--- src/rtl/fetch_pipe_ctrl_pkg.sv ---
// Shared fetch-pipeline configuration: FSM state encodings, default
// flush/timeout settings and datapath widths used by the pipeline stages.
package fetch_pipe_ctrl_pkg;

   localparam int unsigned STATE_W      = 2;
   localparam int unsigned PC_W         = 32;
   localparam int unsigned CNT_W        = 32;
   localparam int unsigned FLUSH_CNT_W  = 3;
   localparam int unsigned MISS_TMR_W   = 8;

   localparam int unsigned DEFAULT_FLUSH_CYCLES = 2;
   localparam int unsigned DEFAULT_MISS_TIMEOUT = 255;

   typedef enum logic [STATE_W-1:0] {
      ST_RUN       = 2'd0,
      ST_MISS_WAIT = 2'd1,
      ST_FLUSH     = 2'd2,
      ST_REDIRECT  = 2'd3
   } fetch_state_t;

endpackage

--- src/rtl/sat_counter.sv ---
// Saturating up-counter.
// Ports: CLK, RESET (async active-low), enable (count this cycle),
//        clear (sync clear, wins over enable), value (current count).
module sat_counter #(
   parameter int unsigned WIDTH = 32
) (
   input  logic             CLK,
   input  logic             RESET,
   input  logic             enable,
   input  logic             clear,
   output logic [WIDTH-1:0] value
);

   // Hold at all-ones once reached
   always_ff @(posedge CLK or negedge RESET) begin
      if (!RESET) begin
         value <= '0;
      end else if (clear) begin
         value <= '0;
      end else if (enable && (value != '1)) begin
         value <= value + WIDTH'(1);
      end
   end

endmodule

--- src/rtl/fetch_pipe_ctrl.sv ---
// Fetch pipeline control: arbitrates mispredict flush/redirect, I-cache
// miss waits and back-end stalls into fetch-side STALL/FLUSH/REDIRECT.
// Ports:
//   CLK, RESET (async active-low)
//   ICACHE_MISS, ICACHE_READY        I-cache miss / refill done
//   MISPREDICT, MISPREDICT_PC[31:0]  branch correction and its target
//   LOAD_USE, MEM_STALL              same-cycle hazards
//   STALL_FE, FLUSH_FE               fetch-side freeze / bubble
//   REDIRECT_VALID, REDIRECT_PC      one-cycle PC load
//   MISS_TO_ERR                      sticky miss-timeout flag
//   STALL_CYCLES[31:0]               saturating stalled-cycle count
//   STATE_DBG[1:0]                   registered FSM state
module fetch_pipe_ctrl
   import fetch_pipe_ctrl_pkg::*;
#(
   parameter int unsigned FLUSH_CYCLES = DEFAULT_FLUSH_CYCLES,
   parameter int unsigned MISS_TIMEOUT = DEFAULT_MISS_TIMEOUT
) (
   input  logic        CLK,
   input  logic        RESET,
   input  logic        ICACHE_MISS,
   input  logic        ICACHE_READY,
   input  logic        MISPREDICT,
   input  logic [31:0] MISPREDICT_PC,
   input  logic        LOAD_USE,
   input  logic        MEM_STALL,
   output logic        STALL_FE,
   output logic        FLUSH_FE,
   output logic        REDIRECT_VALID,
   output logic [31:0] REDIRECT_PC,
   output logic        MISS_TO_ERR,
   output logic [31:0] STALL_CYCLES,
   output logic [1:0]  STATE_DBG
);

   fetch_state_t          state;
   logic [FLUSH_CNT_W-1:0] flush_cnt;
   logic [MISS_TMR_W-1:0]  miss_timer;
   logic [PC_W-1:0]        redirect_pc;
   logic                   miss_to_err;

   // State register: mispredict overrides everything, from any state
   always_ff @(posedge CLK or negedge RESET) begin
      if (!RESET) begin
         state       <= ST_RUN;
         flush_cnt   <= '0;
         miss_timer  <= '0;
         redirect_pc <= '0;
         miss_to_err <= 1'b0;
      end else if (MISPREDICT) begin
         state       <= ST_FLUSH;
         flush_cnt   <= FLUSH_CNT_W'(1);
         miss_timer  <= '0;
         redirect_pc <= MISPREDICT_PC;
      end else begin
         case (state)
            ST_RUN: begin
               if (ICACHE_MISS) begin
                  state      <= ST_MISS_WAIT;
                  miss_timer <= '0;
               end
            end
            ST_MISS_WAIT: begin
               // Timer saturates; error latches when the count reaches the limit
               if (miss_timer != '1) begin
                  miss_timer <= miss_timer + MISS_TMR_W'(1);
               end
               if ((miss_timer + MISS_TMR_W'(1)) == MISS_TMR_W'(MISS_TIMEOUT)) begin
                  miss_to_err <= 1'b1;
               end
               if (ICACHE_READY) begin
                  state      <= ST_RUN;
                  miss_timer <= '0;
               end
            end
            ST_FLUSH: begin
               // flush_cnt holds the 1-based index of the current flush cycle
               if (flush_cnt >= FLUSH_CNT_W'(FLUSH_CYCLES)) begin
                  state     <= ST_REDIRECT;
                  flush_cnt <= '0;
               end else begin
                  flush_cnt <= flush_cnt + FLUSH_CNT_W'(1);
               end
            end
            ST_REDIRECT: begin
               state <= ST_RUN;
            end
            default: begin
               state <= ST_RUN;
            end
         endcase
      end
   end

   // Output decode from registered state plus same-cycle hazards; forced low in reset
   always_comb begin
      STALL_FE       = 1'b0;
      FLUSH_FE       = 1'b0;
      REDIRECT_VALID = 1'b0;
      if (RESET) begin
         case (state)
            ST_RUN:       STALL_FE = !MISPREDICT && (MEM_STALL || LOAD_USE || ICACHE_MISS);
            ST_MISS_WAIT: STALL_FE = 1'b1;
            ST_FLUSH:     FLUSH_FE = 1'b1;
            ST_REDIRECT:  REDIRECT_VALID = 1'b1;
            default:      STALL_FE = 1'b0;
         endcase
      end
   end

   assign REDIRECT_PC = redirect_pc;
   assign MISS_TO_ERR = miss_to_err;
   assign STATE_DBG   = state;

   sat_counter #(
      .WIDTH (CNT_W)
   ) u_stall_cnt (
      .CLK    (CLK),
      .RESET  (RESET),
      .enable (STALL_FE),
      .clear  (1'b0),
      .value  (STALL_CYCLES)
   );

endmodule

--- config.mk ---
export PLATFORM = sky130hd
export DESIGN_NAME = fetch_pipe_ctrl
export DESIGN_NICKNAME = d
export VERILOG_FILES = /design/src/rtl/fetch_pipe_ctrl_pkg.sv /design/src/rtl/sat_counter.sv /design/src/rtl/fetch_pipe_ctrl.sv
export SDC_FILE = /design/constraint.sdc
export NUM_CORES = 1
export LEC_CHECK = 0
export CORE_MARGIN = 1
export CORE_UTILIZATION = 51
export DETAILED_ROUTE_END_ITERATION = 7
export GPL_ROUTABILITY_DRIVEN = 1
export GPL_TIMING_DRIVEN = 0
export PLACE_DENSITY_LB_ADDON = 0.1
export SETUP_SLACK_MARGIN = 0.15
export SYNTH_ARGS = -nofsm -noshare
export SYNTH_HDL_FRONTEND = slang
export SYNTH_SLANG_ARGS = --single-unit
export TNS_END_PERCENT = 5
--- constraint.sdc ---
create_clock -name CLK -period 3.6 [get_ports CLK]
set_input_delay 0.72 -clock CLK [delete_from_list [all_inputs] [get_ports CLK]]
set_output_delay 0.72 -clock CLK [all_outputs]
set_load 0.05 [all_outputs]
class_map.png
Scale bar: 20 µm. Fill, decap, tap and diode cells in grey.
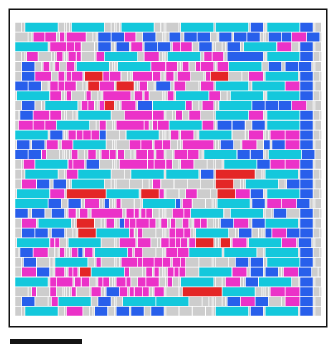
legend:
  red:
    class: clock drivers and dummy loads
    cells: 16
    share_of_their_area: 4.8%
  magenta:
    class: remaining logic cells
    cells: 225
    share_of_their_area: 34%
  cyan:
    class: registers
    cells: 78
    share_of_their_area: 38%
  blue:
    class: remaining buffers and delay cells
    cells: 119
    share_of_their_area: 23%
final design instance area without fill: 0.00522 mm²
Seq area share: 37.4%

==> results.json <==
{
  "ys_cells": 313,
  "port_buffers": 108,
  "clock-sinks": 78,
  "finalNonFillerCells": 534,
  "cts_made_buffers": 9,
  "synth-edff-count": 0,
  "crit_path_start": "ICACHE_MISS",
  "pre_cts_ws_ns": 0.134,
  "warning_count": 28,
  "yosysUniqueCellTypes": 48,
  "rr_endpoint": "u_stall_cnt.value[1]$_DFFE_PN0P_",
  "final-hold-violation-count": 0,
  "cts.reportedPaths.clkPinSlew_ns": 0.09,
  "utilization_pct": 75.2,
  "postCtsResizedCells": 1,
  "rrSetupSlack_ns": 1.60,
  "async_flop_share_pct": 100,
  "r2r-start": "u_stall_cnt.value[0]$_DFFE_PN0P_",
  "crit_slowest_cell": "or4_4",
  "critical_path.max_fanout": 10,
  "slew_violations": 0,
  "drt-initial-drc-count": 112,
  "relSlewSlack_pct": 61.9,
  "ys_chip_area_mm2": 0.00375,
  "common_cells": "dfrtp_1 (78), mux2_2 (33), nand3_1 (20), nand2_1 (19), nor2_1 (17)",
  "grt_pass1_wl_mm": 13.1,
  "dp_cells": 518,
  "ir_drop_uv": 405,
  "p_int_mw": 1.67,
  "core_area_mm2": 0.00694,
  "power_frac_seq_pct": 41.0,
  "rsz0062_at_grt": "false",
  "clockRootBuffer": "clkbuf_8",
  "busiest_layer": "met2",
  "die_height_um": 87.7,
  "dp_hpwl_mm": 5.72,
  "synth_area_mm2": 0.00375,
  "synth_cells": 313,
  "grt_max_degree": 58,
  "critical-path-top-delay-family": "buffers and inverters",
  "route.met2.wl_mm": 3.50,
  "pg_clk_uw": 799,
  "synth.avg_cell_area_um2": 12.0,
  "antenna_found_initial": 0,
  "critPathMaxStageDelay_ns": 0.55,
  "fp_util_pct": 54.0,
  "die_w_um": 87.7,
  "syn_nets": 357,
  "setup-violations-final": 0,
  "comb_power_share_pct": 26.8,
  "num_io_pins": 109,
  "highest_layer": "met4",
  "cap_violations": 0,
  "ys.warnings.count": 0,
  "place.gp.congestion": 0.853,
  "ff2ff_path_depth": 6,
  "dr_wl_met3_um": 523,
  "top_power_group": "sequential cells",
  "power.switching_uw": 818,
  "syn_to_final_growth_pct": 39.3,
  "topCellsByArea": "dfrtp_1 (52%), mux2_2 (9.9%), xnor2_1 (3.5%)",
  "yosys.cell_count.top_type": "dfrtp_1",
  "top_area_share_pct": 52.1,
  "crit_buf_inv": 3,
  "outcome": "complete, no violations",
  "ys_seq_share_pct": 52.1,
  "fin_worst_skew_ns": 0.00810,
  "n_antenna_cell": 0,
  "cts_tree": "built",
  "layout.nets": 477,
  "rows": 30,
  "path_class": "in2out",
  "cp-endpoint": "STALL_FE",
  "grtUsageMet1_pct": 30.5,
  "drc": 0,
  "worst_hold_path_type": "in2async",
  "cts_hold_buf": 0,
  "power_density_mw_per_mm2": 476,
  "clkPwrFrac_pct": 32.1,
  "ff_type": "dfrtp_1",
  "tightest_slew_ns": 0.572
}
m2.png
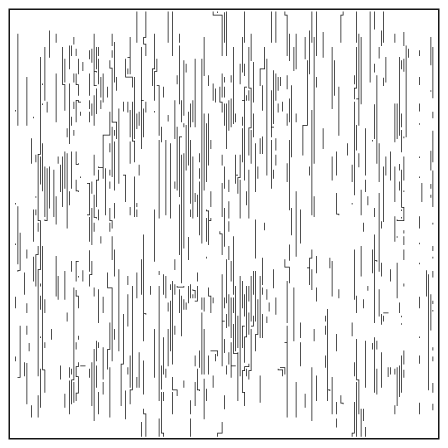
longest straight run: 37.7 µm
wire length on this layer: 3,500 µm
share of all routed wire: 45%
nets with wire on the layer: 425
main direction: vertical
drt total wl: 7.86 mm
grt met2 use: 33.8%
DR vias: 2,825

==> stage by stage <==
step | setup TNS [ns] | power (mW) | instance area (µm²) | hold WS [ns]
2_1_floorplan | 0 | 1.46 | 3750 | 0.424
3_3_place_gp | -152.23 | 1.69 | 4950 | 0.461
3_5_place_dp | 0 | 1.71 | 4970 | 0.467
4_1_cts | 0 | 2.51 | 5220 | 0.274
5_1_grt | 0 | 2.60 | 5220 | 0.286
6_report | 0 | 2.49 | 5220 | 0.279
==> cell usage in the layout (no fill, tap or decap), types with 2 or more instances in the layout <==
cell / n
nand4_1: 9
buf_2: 3
bufinv_16: 3
clkdlybuf4s50_1: 106
nor2_1: 17
nand3_1: 20
and3_1: 12
o31ai_1: 4
clkbuf_1: 3
a21oi_1: 8
and3_4: 3
o21ai_0: 11
nor3_1: 4
buf_6: 3
and2_1: 4
clkbuf_8: 9
ha_1: 5
o22ai_1: 2
xor2_1: 15
clkinvlp_4: 2
nand2b_1: 5
nor4_4: 2
clkinv_4: 2
nand2_1: 19
and4_1: 4
inv_1: 5
dfrtp_1: 78
nor3_2: 6
mux2_2: 33
xnor2_1: 15
==> cell type report <==
type                    instances  area, µm²
plain buffers                  10       63.8
clock buffers                   9        124
flip-flops and latches         78       1950
well taps                      96        120
repair buffers                109       1100
multi-input cells             219       1710
inverters                       6       27.5
fillers                       500       1720
clock inverters                 7        123
==> cell families (layout without fill, tap and decap cells) <==
| logic type | after synthesis | count (layout) | share of synthesized area, % |
|---|---|---|---|
| and+or+nand+nor | 121 | 121 | 21.6 |
| DFF | 78 | 78 | 52.1 |
| muxes | 34 | 34 | 10.3 |
| xor gates and xnor gates | 30 | 30 | 7.01 |
| AOI/OAI and AO/OA | 29 | 29 | 4.94 |
| buffers and inverters | 16 | 141 | 2.44 |
| adders and majority gates | 5 | 5 | 1.67 |
No activity file was given, so power comes from the tool's default toggle rates.
